Figure 1. Routed metal, one colour a layer (run 1).
Scale bar: 20 µm. Only two layers are drawn.
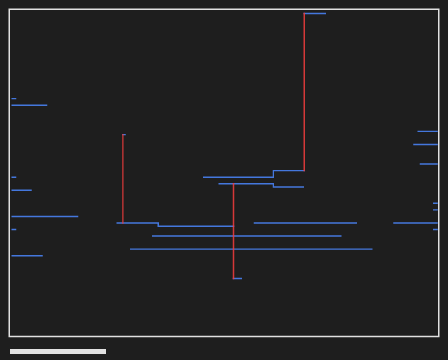
Figure 2. Track usage over the die (run 1).
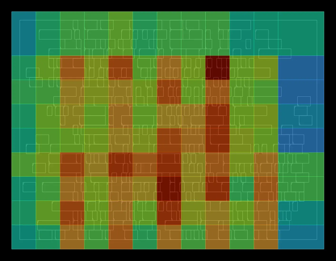
Figure 3. Cells coloured by class (run 1).
Scale bar: 20 µm.
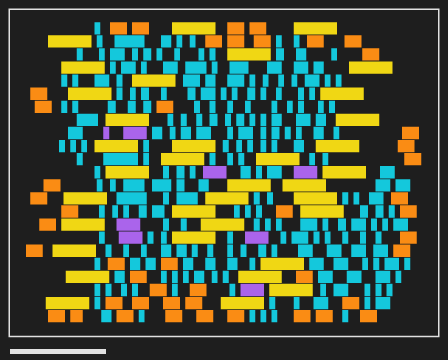
==> config.mk <==
export PLATFORM = sky130hd
export DESIGN_NAME = pipe_hazard_ctrl
export DESIGN_NICKNAME = d
export VERILOG_FILES = /design/src/rtl/pipe_hazard_ctrl.sv
export SDC_FILE = /design/constraint.sdc
export NUM_CORES = 1
export LEC_CHECK = 0
export ABC_AREA = 1
export CELL_PAD_IN_SITES_DETAIL_PLACEMENT = 1
export CELL_PAD_IN_SITES_GLOBAL_PLACEMENT = 1
export CORE_ASPECT_RATIO = 0.75
export CORE_MARGIN = 2
export CORE_UTILIZATION = 40
export DETAILED_ROUTE_END_ITERATION = 7
export PLACE_DENSITY = 0.91
export SYNTH_ARGS = -nofsm -noshare
export SYNTH_HDL_FRONTEND = slang
export SYNTH_SLANG_ARGS = --single-unit
==> constraint.sdc <==
create_clock -name clk -period 5.4 [get_ports clk]
set_clock_uncertainty 0.1 [all_clocks]
set_input_delay 0.54 -clock clk [delete_from_list [all_inputs] [get_ports clk]]
set_output_delay 0.54 -clock clk [all_outputs]
set_load 0.005 [all_outputs]
==> src/rtl/pipe_hazard_ctrl.sv <==
// Pipeline hazard controller: load-use stall, taken-branch flush and EX/MEM forwarding
// selects, driven by a three-entry tracker of in-flight destination registers.
module pipe_hazard_ctrl #(
    parameter int REGFILE_ADDR_WIDTH = 5,
    parameter int STALL_CNT_WIDTH    = 16
) (
    input  logic                          clk,
    input  logic                          reset,
    input  logic                          dec_valid,
    input  logic [REGFILE_ADDR_WIDTH-1:0] dec_R1_addr,
    input  logic [REGFILE_ADDR_WIDTH-1:0] dec_R2_addr,
    input  logic [REGFILE_ADDR_WIDTH-1:0] dec_WR_addr,
    input  logic                          dec_wr_en,
    input  logic                          dec_is_load,
    input  logic                          ex_busy,
    input  logic                          branch_taken,
    output logic                          en_fd,
    output logic                          en_de,
    output logic                          flush_fd,
    output logic                          flush_de,
    output logic [1:0]                    fwd_R1_sel,
    output logic [1:0]                    fwd_R2_sel,
    output logic [STALL_CNT_WIDTH-1:0]    stall_count
);

    typedef struct packed {
        logic                          valid;
        logic [REGFILE_ADDR_WIDTH-1:0] wr_addr;
        logic                          is_load;
    } entry_t;

    localparam entry_t BUBBLE = '0;

    entry_t     ex_q, mem_q, wb_q;
    logic [1:0] flush_cnt;
    logic       flush_active;
    logic       load_use;
    logic       ex_hit_r1, ex_hit_r2, mem_hit_r1, mem_hit_r2;

    // Register 0 is hardwired, so it never produces a hazard.
    function automatic logic hits(entry_t e, logic [REGFILE_ADDR_WIDTH-1:0] addr);
        return e.valid && (e.wr_addr != '0) && (e.wr_addr == addr);
    endfunction

    function automatic logic [1:0] fwd_sel(logic ex_hit, logic mem_hit);
        return ex_hit ? 2'd1 : (mem_hit ? 2'd2 : 2'd0);
    endfunction

    always_comb begin
        flush_active = (flush_cnt != 2'd0);
        ex_hit_r1    = hits(ex_q, dec_R1_addr);
        ex_hit_r2    = hits(ex_q, dec_R2_addr);
        mem_hit_r1   = hits(mem_q, dec_R1_addr);
        mem_hit_r2   = hits(mem_q, dec_R2_addr);
        load_use     = dec_valid && !flush_active && ex_q.is_load && (ex_hit_r1 || ex_hit_r2);
        en_fd        = !(load_use || ex_busy);
        en_de        = !ex_busy;
        flush_fd     = flush_active;
        flush_de     = flush_active || (load_use && !ex_busy);
    end

    always_ff @(posedge clk or negedge reset) begin
        if (!reset) begin
            ex_q        <= BUBBLE;
            mem_q       <= BUBBLE;
            wb_q        <= BUBBLE;
            flush_cnt   <= 2'd0;
            fwd_R1_sel  <= 2'd0;
            fwd_R2_sel  <= 2'd0;
            stall_count <= '0;
        end else begin
            // A branch seen while execute is stalled is re-presented, so ignore it here.
            if (branch_taken && !ex_busy)
                flush_cnt <= 2'd2;
            else if (flush_active)
                flush_cnt <= flush_cnt - 2'd1;

            if (ex_busy) begin
                mem_q <= BUBBLE;
                wb_q  <= mem_q;
            end else begin
                wb_q  <= mem_q;
                mem_q <= ex_q;
                if (en_fd && !flush_active)
                    ex_q <= {dec_valid && dec_wr_en, dec_WR_addr, dec_is_load};
                else
                    ex_q <= BUBBLE;
            end

            if (en_de) begin
                if (flush_de) begin
                    fwd_R1_sel <= 2'd0;
                    fwd_R2_sel <= 2'd0;
                end else begin
                    fwd_R1_sel <= fwd_sel(ex_hit_r1, mem_hit_r1);
                    fwd_R2_sel <= fwd_sel(ex_hit_r2, mem_hit_r2);
                end
            end

            if (load_use && !ex_busy && (stall_count != '1))
                stall_count <= stall_count + STALL_CNT_WIDTH'(1);
        end
    end

endmodule

==> GITHUB_STEP_SUMMARY, run 1 <==
### Flow metrics

| Metric | Value |
|---|---|
| Period utilization | `0.614` |
| Diode insertion count for antenna repair | `0` |
| Power attributed to combinational cells | `around 0.00016 W` |
| Number of iterations in the first detailed-routing pass | `4` |
| Clock tree from TritonCTS | `built` |
| Area enclosed by the die boundary | `about 6000 µm²` |
| Cell leakage power | `1.31 nW` |
| Critical path cell sequence | `clkdlybuf4s50_1 -> inv_1 -> nand3_4 -> nand2_1 -> clkdlybuf4s50_1` |
| Layout cells sized above 1 | `0.0991` |
| Top routing layer used | `met4` |
| Post-synthesis mux area share | `0` |
| Sw Share | `0.310` |
| Power per Cell Area | `~250 nW/µm²` |
| Seq. cell area | `876 µm²` |
| Remaining design rule violation count | `0` |
| Highest-power group | `sequential cells` |
| HPWL after detailed placement | `approximately 4300 µm` |
| Worst hold path class | `reg -> reg` |
| IO Pins | `46` |
| Syn nets | `approximately 300` |
| Maximum buffer depth of the clock tree | `2` |
| Number of DRC markers after the initial detailed-route iteration | `around 83` |
| Skew-Pair Late Insertion Delay | `0.29 ns` |
| Top logic cell family in the synthesized netlist | `simple AND/OR/NAND/NOR gates` |
| Maximum level of the CTS H-tree | `2` |
| Routed metal-1 wire length | `slightly below 3000 µm` |
| Most used cell, CP | `sky130_fd_sc_hd__clkdlybuf4s50_1` |
| Layout Area Growth over Synthesis | `27.7%` |
| Number of buffers inserted to repair setup after CTS | `0` |
| Critical setup path kind | `in -> out` |
| Combinational cell area excluding buffers and inverters | `between 1000 and 1500 µm²` |
| Overall die height | `approximately 68 µm` |
| Initial antenna violation count | `0` |
| Final antenna-violating net count | `0` |
| Final Net Count | `346` |
| Final critical path time including I/O delays and setup | `between 3 and 4 ns` |
| Log Warnings | `26` |
| Combinational Power Share | `0.236` |
| Clock buffer count from CTS | `5` |
| Post-cts sizing count | `0` |
| Final count of pins violating max slew | `0` |
| Post-placement cell area | `between 2000 and 3000 µm²` |
| # rows | `23` |
| Post-route cell area | `2770 µm²` |
| # placed instances | `just under 400` |
| Post-Synthesis Cells | `277` |
| Result of the run | `finished, final reports clean` |
| Maximum clock frequency | `approximately 300 MHz` |
| Area fraction in and, or, nand and nor cells | `0.375` |
| Share of the synthesized area in the top cell type | `0.404` |
| DR WL met3 | `around 240 µm` |
| Relative slew margins | `0.547` |
| Count of hold-fix buffers inserted at cts | `0` |
| Total internal power | `about 0.00048 W` |
| TritonCTS sink count | `35` |
| Adder Area Share | `0.0116` |
| Gr ovfl total | `0` |
| Clk pwr share | `0.307` |
| Flop and latch count out of synthesis | `35` |
| Crit-path max cell delay | `slightly above 0.9 ns` |
| Clock Root Buffer | `sky130_fd_sc_hd__clkbuf_8` |
| M3 GR Usage | `0.0367` |
About Figure 1:
Key: metal 4 = red [wire length 70.7 µm]; metal 3 = blue [wire length 238 µm]

About Figure 2:
routed length per placed instance: 14.8 µm
global-route usage over all layers: 0.217
Util after Layout: 0.522
Most Used Layer, Global Route: met2

About Figure 3:
Key: clock drivers and dummy loads = purple [cells 8, share of their area 3.7%]; flops = yellow [cells 35, share of their area 33%]; combinational and other logic = cyan [cells 234, share of their area 46%]; other buffers and delay cells = orange [cells 46, share of their area 17%]

[run 1: stage by stage]
step / hold WS, ns / utilization / total power, W / setup WS [ns]
after detailed placement: 0.380 / 0.504 / 0.000481 / 2.15
after floorplan: 0.144 / - / 0.000412 / 3.49
after global placement: 0.368 / 0.504 / 0.000469 / 2.20
final: 0.388 / 0.522 / 0.000692 / 2.09
after global routing: 0.431 / 0.522 / 0.000729 / 1.93
after CTS: 0.395 / 0.522 / 0.000699 / 2.10
[run 1: critical path: cells and delay by family]
family | cells | cell delay [ns]
buf+inv | 3 | 1.82
simple gates | 2 | 0.31
[run 1: worst paths after layout]
path	slack [ns]	cells past startpoint	start	to
worst max-delay path	2.09	5	ex_busy	flush_de
worst min-delay path	0.39	2	fwd_R1_sel[0]	fwd_R1_sel[0]
worst max register to register	2.97	7	flush_cnt[0]	stall_count[14]
worst min register to register	0.39	2	fwd_R1_sel[0]	fwd_R1_sel[0]
max in group asynchronous	4.31	2	reset	mem_q[1]
min in group asynchronous	0.56	2	reset	stall_count[0]
[run 1: Yosys cell counts (all sizes together)]
cell / number
nand3: 13
buf: 5
nand4: 13
a21oi: 2
dfrtp: 35
ha: 2
xor2: 22
xnor2: 10
nand2: 103
clkbuf: 3
nor3: 7
o21ai: 2
o211ai: 1
nor2: 33
inv: 25
nor4: 1
[run 1: state kept, by name, summed over array words and instances, names as in the netlist]
| signal | count |
|---|---|
| ex_q | 7 |
| flush_cnt | 2 |
| fwd_R1_sel | 2 |
| fwd_R2_sel | 2 |
| mem_q | 6 |
| stall_count | 16 |
[run 1: final cells by class]
cell class              instances  share of cell area
multi-input cells             209               0.414
inverters                      25              0.0339
repair buffers                 46               0.166
flip-flops and latches         35               0.317
clock buffers                   8              0.0362
well taps                      75              0.0339
Figure 4. Sequential cells coloured by netlist name (run 1).
Scale bar: 20 µm.
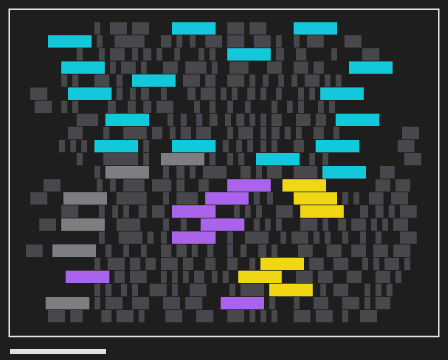

==> run 1 -> run 2 <==
CORE_UTILIZATION = 37   (was 40)
PLACE_DENSITY = 0.86   (was 0.91)
clock period = 3.05 ns   (was 5.4 ns; I/O delays follow)
Figure 5. Sequential cells coloured by netlist name (run 2).
Scale bar: 20 µm.
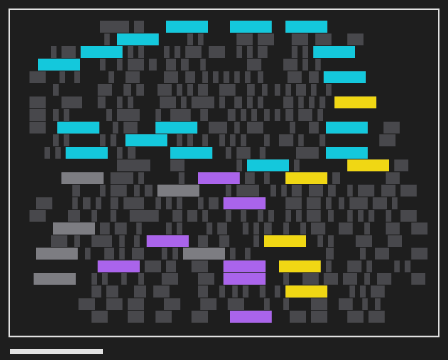
Key: stall_count = cyan [sequential cells 16]; ex_q = purple [sequential cells 7, where south]; mem_q = yellow [sequential cells 6]
Util after Layout: 0.484
Seq. cell area: 876 µm²
share of the final layout cell area in sequential cells: 0.316
reported sequential group power: 0.000557 W

==> GITHUB_STEP_SUMMARY, run 2 <==
### Flow metrics

| Metric | Value |
|---|---|
| Total internal power | `a little over 0.0008 W` |
| Post-Synthesis Cells | `approximately 280` |
| Yosys warning count | `0` |
| Pin count of the biggest net entering global routing | `36` |
| Initial antenna violation count | `0` |
| Final antenna-violating net count | `0` |
| Critical Path Slowest Stage Cell | `sky130_fd_sc_hd__clkdlybuf4s50_1` |
| Final count of pins violating max slew | `0` |
| Width of the die | `a little over 90 µm` |
| Count of hold-fix buffers inserted at cts | `0` |
| Worst reg-to-reg path cell count | `9` |
| Critical-path maximum fanout | `4` |
| IO Pins | `approximately 46` |
| HPWL after detailed placement | `4560 µm` |
| Number of buffers inserted to repair setup after CTS | `0` |
| Area enclosed by the die boundary | `6490 µm²` |
| Setup repair after global routing missed its margin | `false` |
| Library cell with the largest summed area after synthesis | `sky130_fd_sc_hd__dfrtp_1` |
| Chip area in the Yosys report | `approximately 2200 µm²` |
| Number of distinct library cell variants in the gate-level netlist after synthesis | `28` |
| Ratio of routed vias to standard cells | `approximately 4.8` |
| Final setup slack of the worst path | `approximately 0.6 ns` |
| WP data required | `~2.6 ns` |
| Crit-path max cell delay | `~0.51 ns` |
| Number of DRC markers after the initial detailed-route iteration | `approximately 80` |
| Placeable core region | `roughly 5700 µm²` |
| Worst Setup Start Kind | `input pin` |
| Post-cts sizing count | `0` |
| Maximum clock frequency | `405 MHz` |
| Clock buffer count from CTS | `5` |
| Worst hold path class | `in -> async` |
| Combinational Power Share | `0.251` |
| Setup TNS Final | `0 ns` |
| Global-route usage over all layers | `0.198` |
| Maximum level of the CTS H-tree | `2` |
| RR Startpoint | `stall_count[0]` |
| Largest registers | `stall_count (16), ex_q (7), mem_q (6)` |
| Relative slew margins | `0.676` |
| Log Warnings | `26` |
| Post-placement cell area | `approximately 2700 µm²` |
| Layout cells sized above 1 | `0.104` |
| Share of the synthesized area in the top cell type | `0.404` |
| Layout Area Growth over Synthesis | `28.1%` |
| Remaining design rule violation count | `0` |
| Final instance count without filler cells | `roughly 400` |
| RD Place Congestion | `approximately 0.85` |
| Post-route cell area | `2770 µm²` |
| Final Hold Fails | `0` |
| Most frequent cells after synthesis | `92 x sky130_fd_sc_hd__nand2_1, 35 x sky130_fd_sc_hd__dfrtp_1, 31 x sky130_fd_sc_hd__nor2_1` |
| Worst-case setup slack after placement | `approximately 0.57 ns` |
| Syn nets | `approximately 300` |
| Arr. time, crit path | `between 2 and 2.5 ns` |
| Final critical path time including I/O delays and setup | `between 2 and 2.5 ns` |
| Overall die height | `70.3 µm` |
| Via count of the first global-routing pass | `around 2000` |
| Min Hold Slack | `0.331 ns` |
| Clk pwr share | `0.277` |
| Effective utilization at floorplan | `0.378` |
| Clock tree from TritonCTS | `built` |
| Result of the run | `finished, final reports clean` |
| Post-route total power | `0.00118 W` |
| TritonCTS sink count | `35` |
| Clock transition at the registers of the reported paths | `approximately 0.070 ns` |
| Wire length of the first global-routing pass | `slightly above 10000 µm` |
| Commonest non-fill, non-tap cell in the layout | `sky130_fd_sc_hd__nand2_1` |
| Internal reg-to-reg setup slack | `~0.94 ns` |
| Skew-Pair Late Insertion Delay | `around 0.28 ns` |
| Critical path cell sequence | `clkdlybuf4s50_1 -> xnor2_1 -> nand2_1 -> nor2_1 -> nand3_2 -> nand2_4 -> nand3_4 -> nand2_1 -> clkdlybuf4s50_1` |
| Measured slew at the worst slew-check pin | `between 0.4 and 0.5 ns` |
| Vias | `between 1500 and 2000` |
| Max-capacitance violation count | `0` |
| Cell types with the largest area share after synthesis | `sky130_fd_sc_hd__dfrtp_1 40%, sky130_fd_sc_hd__nand2_1 16%, sky130_fd_sc_hd__xor2_1 8.9%` |
| Endpoint kind of the worst setup timing path | `primary output` |
| Clock Root Buffer | `sky130_fd_sc_hd__clkbuf_8` |
| Post-synth EDFFs | `0` |
| Synthesized area per cell | `7.82 µm²` |
| Period utilization | `0.809` |
| # rows | `24` |
| Most numerous cell in the Yosys netlist | `sky130_fd_sc_hd__nand2_1` |
| Gr ovfl total | `0` |
| Diode insertion count for antenna repair | `0` |
| Number of setup violations in the final report | `0` |
| Sw Share | `0.317` |
| Ys flop type | `sky130_fd_sc_hd__dfrtp_1` |
| Worst supply voltage drop on vdd | `0.264 mV` |
| Number of iterations in the first detailed-routing pass | `4` |
| Total detailed-routing wirelength | `about 6000 µm` |
| Proportion of register bits with asynchronous set or reset after synthesis | `1.00` |
| Critical setup path kind | `in -> out` |
| Flop and latch count out of synthesis | `35` |
| Number of flip-flops under the largest register name | `16` |
| Number of I/O port buffers | `approximately 45` |
| Cell area after technology mapping | `around 2200 µm²` |
| Most frequent cells in the layout | `92 x sky130_fd_sc_hd__nand2_1, 45 x sky130_fd_sc_hd__clkdlybuf4s50_1, 35 x sky130_fd_sc_hd__dfrtp_1, 31 x sky130_fd_sc_hd__nor2_1` |
| Maximum buffer depth of the clock tree | `2` |
| Yosys stat cell total | `roughly 280` |
| Final Net Count | `about 350` |
| Capturing point of the worst reg2reg path | `stall_count[13]` |
| Largest Register | `stall_count` |
| Flop pwr share | `0.472` |
| Power per Cell Area | `~430 nW/µm²` |
| Routed length per placed instance | `14.8 µm` |
| Switching power | `between 0.0003 and 0.0004 W` |
| # placed instances | `396` |
| Post-synthesis sequential area ratio | `0.404` |
| Cell leakage power | `roughly 1.3 nW` |
run 2: worst max-delay path by stage:
stage	from	end	slack (ns)	depth (start not counted)
after global routing	ex_q[5]	flush_de	0.42	8
after global placement	dec_R2_addr[0]	flush_de	0.61	9
after CTS	dec_R1_addr[4]	flush_de	0.56	9
final	dec_R1_addr[4]	flush_de	0.58	9
after detailed placement	dec_R1_addr[4]	flush_de	0.57	9
after floorplan	flush_cnt[0]	stall_count[6]	1.29	9
run 2: power by group through the flow:
stage,combinational [W],clock [W],sequential [W]
finish,0.000296,0.000328,0.000557
floorplan,0.000178,0,0.000551
global placement,0.000282,0,0.000564
detailed placement,0.000296,0,0.000566
global route,0.000338,0.000354,0.000564
CTS,0.000299,0.000337,0.000557
run 2: final cells by class:
type / instances / area (µm²)
clock buffers: 7 / 76.3
clock inverters: 1 / 5.00
fillers: 731 / 2960
inverters: 25 / 93.8
multi-input cells: 209 / 1140
flip-flops and latches: 35 / 876
well taps: 78 / 97.6
repair buffers: 49 / 480
run 2: cells by family after synthesis:
| kind of cell | count (synthesis) | share of synthesized area |
|---|---|---|
| adder cells (fa/ha/maj) | 2 | 0.0116 |
| AND-OR/OR-AND | 5 | 0.0127 |
| XOR/XNOR | 32 | 0.129 |
| flip-flops | 35 | 0.404 |
| AND/OR/NAND/NOR | 170 | 0.375 |
| buffers and inverters | 33 | 0.0670 |
run 2: layer usage:
layer,track usage,vias to the layer above,share of wire
met5,0,-,0
met4,0.0398,0,0.0054
met3,0.0388,5,0.030
met2,0.308,27,0.47
met1,0.288,962,0.50
li1,-,957,-
run 2: worst max-delay path: cells and delay by family:
family	cells	cell delay, ns
buffers and inverters	2	1.02
AND/OR/NAND/NOR	6	0.59
XOR/XNOR	1	0.14
Power figures rest on the tool's default switching activity, not on a simulated workload.
